**src/rtl/pe_nic_fifo.sv**
```systemverilog
// PE <-> router network interface: independent inject and eject FIFOs.
// Optional NIC_STATUS_EN adds inj_cnt/ej_cnt occupancy and sticky ovf.
module pe_nic_fifo_q #(
  parameter int W = 64,
  parameter int D = 4
) (
  input  logic                   clk,
  input  logic                   reset,
  input  logic                   wr,
  input  logic [W-1:0]           wdata,
  input  logic                   rd,
  output logic [W-1:0]           rdata,
  output logic [$clog2(D):0]     cnt
);

  localparam int PW = $clog2(D);
  localparam int CW = PW + 1;
  localparam logic [CW-1:0] FULLV = CW'(D);

  logic [W-1:0]  mem [D];
  logic [PW-1:0] wp;
  logic [PW-1:0] rp;
  logic          full;
  logic          empty;
  logic          we;
  logic          re;

  assign full  = (cnt == FULLV);
  assign empty = (cnt == '0);
  assign we    = wr && !full;
  assign re    = rd && !empty;
  assign rdata = mem[rp];

  // storage: written only on accepted pushes, never reset
  always_ff @(posedge clk) begin
    if (we) mem[wp] <= wdata;
  end

  // pointers wrap naturally since D is a power of two
  always_ff @(posedge clk or posedge reset) begin
    if (reset) begin
      wp <= '0;
      rp <= '0;
    end else begin
      if (we) wp <= wp + 1'b1;
      if (re) rp <= rp + 1'b1;
    end
  end

  // occupancy: simultaneous push and pop leaves it unchanged
  always_ff @(posedge clk or posedge reset) begin
    if (reset) begin
      cnt <= '0;
    end else begin
      case ({we, re})
        2'b10:   cnt <= cnt + 1'b1;
        2'b01:   cnt <= cnt - 1'b1;
        default: cnt <= cnt;
      endcase
    end
  end

endmodule

module pe_nic_fifo #(
  parameter int DATA_WIDTH = 64,
  parameter int DEPTH      = 4
) (
  input  logic                    clk,
  input  logic                    reset,
  input  logic                    pesi,
  output logic                    pero,
  input  logic [DATA_WIDTH-1:0]   pedi,
  output logic                    netso,
  input  logic                    netri,
  output logic [DATA_WIDTH-1:0]   netdo,
  input  logic                    netsi,
  output logic                    netro,
  input  logic [DATA_WIDTH-1:0]   netdi,
  output logic                    peso,
  input  logic                    peri,
`ifdef NIC_STATUS_EN
  output logic [$clog2(DEPTH):0]  inj_cnt,
  output logic [$clog2(DEPTH):0]  ej_cnt,
  output logic                    ovf,
`endif
  output logic [DATA_WIDTH-1:0]   pedo
);

  localparam int CW = $clog2(DEPTH) + 1;
  localparam logic [CW-1:0] FULLV = CW'(DEPTH);

  logic [CW-1:0] ic;
  logic [CW-1:0] ec;

  pe_nic_fifo_q #(
    .W (DATA_WIDTH),
    .D (DEPTH)
  ) u_inj (
    .clk   (clk),
    .reset (reset),
    .wr    (pesi),
    .wdata (pedi),
    .rd    (netri),
    .rdata (netdo),
    .cnt   (ic)
  );

  pe_nic_fifo_q #(
    .W (DATA_WIDTH),
    .D (DEPTH)
  ) u_ej (
    .clk   (clk),
    .reset (reset),
    .wr    (netsi),
    .wdata (netdi),
    .rd    (peri),
    .rdata (pedo),
    .cnt   (ec)
  );

  // handshake flags decode only registered occupancy
  assign pero  = (ic != FULLV);
  assign netso = (ic != '0);
  assign netro = (ec != FULLV);
  assign peso  = (ec != '0);

`ifdef NIC_STATUS_EN
  assign inj_cnt = ic;
  assign ej_cnt  = ec;

  // sticky flag for any push offered while the target FIFO is full
  always_ff @(posedge clk or posedge reset) begin
    if (reset) begin
      ovf <= 1'b0;
    end else if ((pesi && !pero) || (netsi && !netro)) begin
      ovf <= 1'b1;
    end
  end
`endif

endmodule

```
**config.mk**
```make
export PLATFORM = sky130hd
export DESIGN_NAME = pe_nic_fifo
export DESIGN_NICKNAME = d
export VERILOG_FILES = /design/src/rtl/pe_nic_fifo.sv
export SDC_FILE = /design/constraint.sdc
export NUM_CORES = 1
export LEC_CHECK = 0
export CORE_MARGIN = 4
export CORE_UTILIZATION = 35
export DETAILED_ROUTE_END_ITERATION = 10
export PLACE_DENSITY = 0.62
export RECOVER_POWER = 50
export SETUP_SLACK_MARGIN = 0.15
export SLEW_MARGIN = 20
export SYNTH_ARGS = -nofsm -noshare
export SYNTH_HDL_FRONTEND = slang
export SYNTH_HIERARCHICAL = 1
export SYNTH_SLANG_ARGS = --single-unit
```
**constraint.sdc**
```tcl
create_clock -name clk -period 7.86 [get_ports clk]
set_clock_uncertainty 0.2 [all_clocks]
set_input_delay 1.572 -clock clk [delete_from_list [all_inputs] [get_ports clk]]
set_output_delay 1.572 -clock clk [all_outputs]
set_load 0.02 [all_outputs]
```
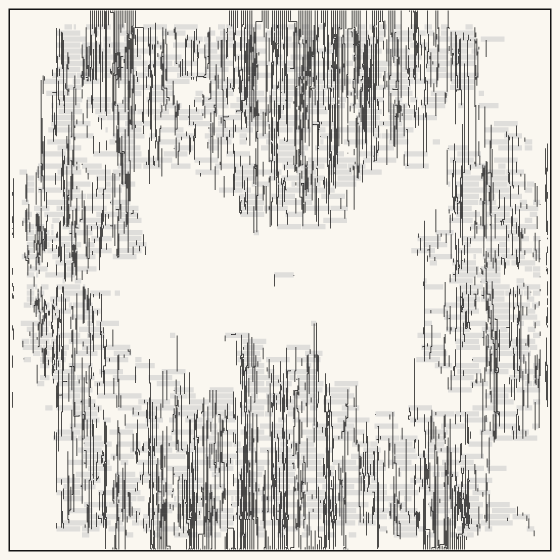
**Above:** run 1 (the metal 2 layer).
Cells faint in the background.
longest straight run: 78.9 um
main direction: vertical
wire length on this layer: 21.1 mm
nets with wire on the layer: 1122
grt met2 use: 23.6%
total length of routed wires: 39300 um
vias after detailed routing: 8637

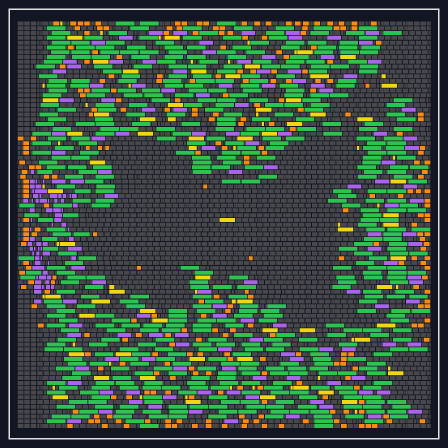
**Above:** run 1 (cell classes on the final placement).
Fill, decap, tap and diode cells in grey.
legend:
  purple:
    class: remaining logic cells
    cells: 192
    share_of_their_area: 14%
  orange:
    class: remaining buffers and delay cells
    cells: 277
    share_of_their_area: 12%
  green:
    class: registers
    cells: 526
    share_of_their_area: 67%
  yellow:
    class: clock drivers and dummy loads
    cells: 100
    share_of_their_area: 7.3%
final standard cell utilization of the core: 45.1%
Placement Rows: 85
sequential share of cell area: 64.4%
core area: 54200 sq um

==> impl.org, run 1 <==
#+TITLE: Synthesis and PnR summary

** Outcome
- Run status :: complete, but fails checks
- The final reports fail on max-capacitance violations, max-slew violations.

** Synthesis
- Of the post-synthesis cell area, the part taken by muxes is 15.1%.
- Cells after Synth :: 746
- Top non-seq family :: multiplexers
- The synthesized netlist has a Yosys-reported chip area of 19300 sq um.
- Post-synthesis cell count from yosys :: 746
- After synthesis, flip-flops and latches occupy 81.4% of the total area.
- Compound-Gate Fraction of Synth Area :: 0.155%
- Warnings reported by Yosys during synthesis add up to 6.

** Critical path
- Worst path slowest cell :: sky130_fd_sc_hd__and2_0
- Critical Path Max Stage Delay :: 1.95 ns
- Critical Path Fanout Max :: 33
- STA shows the worst reg2reg path with a cell count of 4.

** Global routing
- Global-route wire length before repair :: 59700 um

** Pwr
- The highest supply drop recorded on VDD is 0.000275 V.
- The share of total power dissipated in the clock network is 25.3%.
- Switching power as a fraction of the total was reported as 30.6%.

** Placed design
- Once placement finished, the instance area stood at 22700 sq um.

** Job
- Count of max-cap constraint violations :: 1

** Timing
- Peak Freq :: 189 MHz
- Slew Viols, Final :: 33

** Die
- According to the I/O placement log, the pin count is 266.
- Die Wd :: 243 um
- Initial core utilization :: 35.6%

** Clock tree
- Root buffer cell :: sky130_fd_sc_hd__clkbuf_16
- Number of clock sinks :: 526
- CTS Buf Count :: 55
- Count of hold-fix buffers inserted at cts :: 0

** Routing
- Post-route DRC :: 0

** Final layout
- Per the run report, area growth between synthesis and finish was 26.6%.
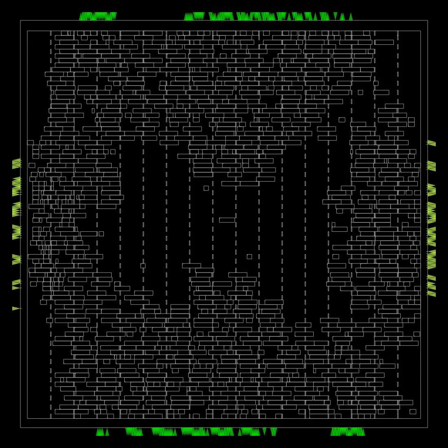
**Above:** run 1 (placement view).
# Taps: 696
Fill cells: 4542
number of standard cells in the layout, taps in and fillers out: 1792

[run 1: layer usage]
metal	GRT usage, %	vias up
met2	23.6	176
li1	-	3803
met3	2.62	67
met1	16.5	4591
met5	0	-
met4	3.56	0
[run 1: power by group through the flow]
stage / Clock [mW] / Sequential (mW) / Combinational, mW
after CTS: 2.52 / 3.98 / 3.37
after global routing: 2.64 / 4.04 / 3.47
final: 2.45 / 3.97 / 3.27
after global placement: 0 / 4.02 / 3.36
after detailed placement: 0 / 4.04 / 3.36
after floorplan: 0 / 3.88 / 2.06
[run 1: area by class of cell]
class	instances	area [sq um]	share of cell area (%)
diodes	1	2.50	0.0102
clock buffers	70	1500	6.12
clock inverters	30	218	0.890
inverters	16	60.1	0.246
multi-input cells	176	3320	13.6
flip-flops and latches	526	15700	64.4
well taps	696	871	3.56
repair buffers	277	2740	11.2
**Run 1: wires at chosen ports, followed through buffers**

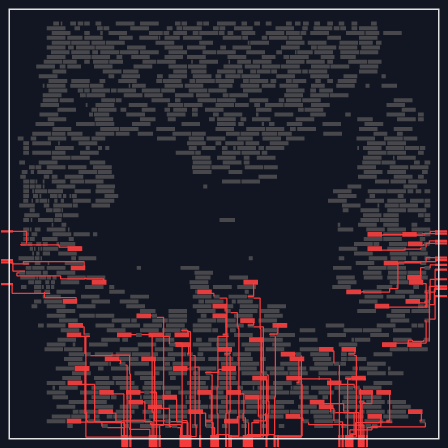

==> run 1 -> run 2 <==
--- a/config.mk
+++ b/config.mk
@@ -8,7 +8,7 @@
 export CORE_MARGIN = 4
 export CORE_UTILIZATION = 35
 export DETAILED_ROUTE_END_ITERATION = 10
-export PLACE_DENSITY = 0.62
+export PLACE_DENSITY = 0.64
 export RECOVER_POWER = 50
 export SETUP_SLACK_MARGIN = 0.15
 export SLEW_MARGIN = 20
==> constraint.sdc (replaced) <==
create_clock -name clk -period 4.3 [get_ports clk]
set_clock_uncertainty 0.2 [all_clocks]
set_input_delay 0.86 -clock clk [delete_from_list [all_inputs] [get_ports clk]]
set_output_delay 0.86 -clock clk [all_outputs]
set_load 0.02 [all_outputs]
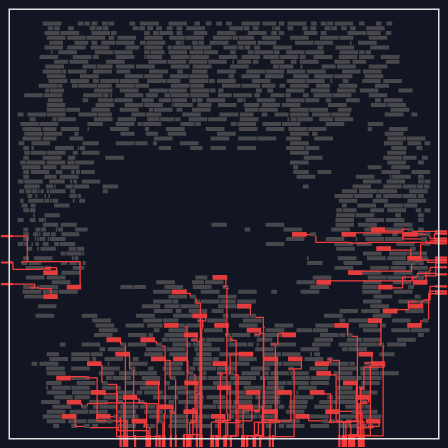
**Above:** run 2 (wires at chosen ports, followed through buffers).
legend:
  red:
    port: `pedo`
    bits: 64
    direction: output
    edge: 48 south, 13 east, 3 west
    end_cells: 64
    buffers: 64
    wire: 2970 um
Buffers on Ports: 265
Top-Level Pins: 266

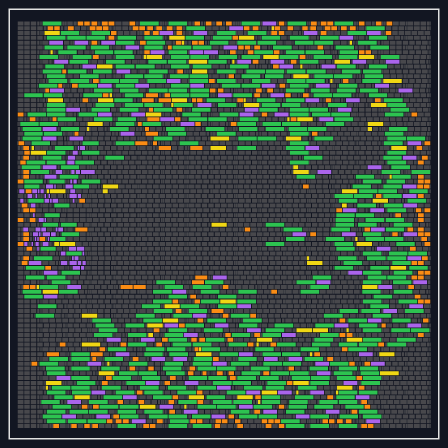
**Above:** run 2 (cell classes on the final placement).
Fill, decap, tap and diode cells in grey.
legend:
  orange:
    class: remaining buffers and delay cells
    cells: 296
    share_of_their_area: 13%
  green:
    class: registers
    cells: 526
    share_of_their_area: 66%
  purple:
    class: remaining logic cells
    cells: 192
    share_of_their_area: 14%
  yellow:
    class: clock drivers and dummy loads
    cells: 95
    share_of_their_area: 7.1%
area of all placed cells without fillers: 24800 sq um
final standard cell utilization of the core: 45.7%
sequential share of cell area: 63.5%

==> run 2 against run 1 <==
Against the previous run: the run now ends clean; routed wire length increased by 4.3%; final area increased by 1.3%; largest power group unchanged; sequential share of layout area decreased by 0.85 points; synthesized cell count unchanged; sequential power increased by 82%; total power increased by 86%; global-route usage increased by 0.65 points; via count increased by 2.0%; non-clock buffer count increased by 19; die size unchanged; register-to-register slack got worse by 2.5 ns; area after synthesis unchanged.
==> impl.org, run 2 <==
#+TITLE: Synthesis and PnR summary

** Synthesis
- In the synthesized netlist, the dominant kind of combinational cell is multiplexers.
- Yosys-reported design area after synthesis :: 19300 sq um (unchanged)
- Post-synthesis cell count from yosys :: 746 (unchanged)
- The aoi/oai-family share of the synthesized area is 0.155% (unchanged).
- YS warnings :: 6 (unchanged)

** Final layout
- Antenna diode count :: 5 (+4)
- Register area :: 15700 sq um (unchanged)
- Fill cells :: 4525 (-0.37%)
- Number of combinational gates with multiple inputs :: 176 (unchanged)
- The flop count is 526 (unchanged).
- Cell type taking the most area :: flip-flops and latches
- Non-clock buffer share :: 12.5% (+1.2 points)
- The proportion of cell area occupied by multi-input gates was 13.4% (-0.19 points).

** Routing
- Vias after detailed routing :: 8809 (+2.0%)
- Total length of routed wires :: 40900 um (+4.3%)

** Critical path
- Worst path slowest cell :: sky130_fd_sc_hd__dfrtp_4
- The biggest fanout along the worst timing path is 27 (-18%).
- R2r worst-path depth :: 4 (unchanged)

** Outcome
- Run status :: finished, final reports clean

** Pwr
- Clock group power :: 4.49 mW (+83%)
- The worst-case vdd ir drop is 0.000392 V (+43%).
- Power attributed to sequential cells :: 7.21 mW (+82%)
- The part of the power in the clock network was 24.9% (-0.4 points).
- Comb. pwr :: 6.32 mW (+93%)

** Job
- Count of max-cap constraint violations :: 0 (-1)

** Die
- The starting utilization of the core area is 35.6% (unchanged).
- The standard-cell row count is 85 (unchanged).
- # Taps :: 696 (unchanged)

** Timing
- Slew Viols, Final :: 0 (-100%)
- Peak Freq :: 253 MHz

** Global routing
- Global Route met1 Usage :: 18.1% (+1.6 points)
- The wire length of the first global-routing pass was 62400 um (+4.5%).
- Busiest layer in global routing :: met2
- Global-route met3 utilization :: 3.03% (+0.42 points)

** Clock tree
- The number of clock buffers inserted by TritonCTS came to 55 (unchanged).
- In this run the clock root is driven by a sky130_fd_sc_hd__clkbuf_16.
[run 2: cell counts after synthesis]
No cell type changed its count.
[run 2: per-stage QoR]
step	hold WS, ns	std cells	util (%)
after global placement	0.312	1710	42.6
after global routing	0.368	1808	45.7
after floorplan	0.288	746	-
after CTS	0.310	1805	45.7
final	0.342	1810	45.7
after detailed placement	0.326	1710	42.6
[run 2: worst max-delay path, delay by kind of cell, from the launching register on]
kind | cells | cell delay (ns)
buffers and inverters | 2 | 0.95
flip-flops | 1 | 0.78
multiplexers | 1 | 0.54
[run 2: final timing paths]
path                              endpoint  slack, ns
max                              netdo[42]       0.35
min                           u_inj/cnt[2]       0.34
max reg2reg                u_ej/mem[1][34]       1.12
min reg2reg                   u_inj/cnt[2]       0.34
max in group asynchronous      u_inj/rp[0]       3.14
min in group asynchronous      u_ej/cnt[2]       0.47
Power and IR drop assume default switching activity.
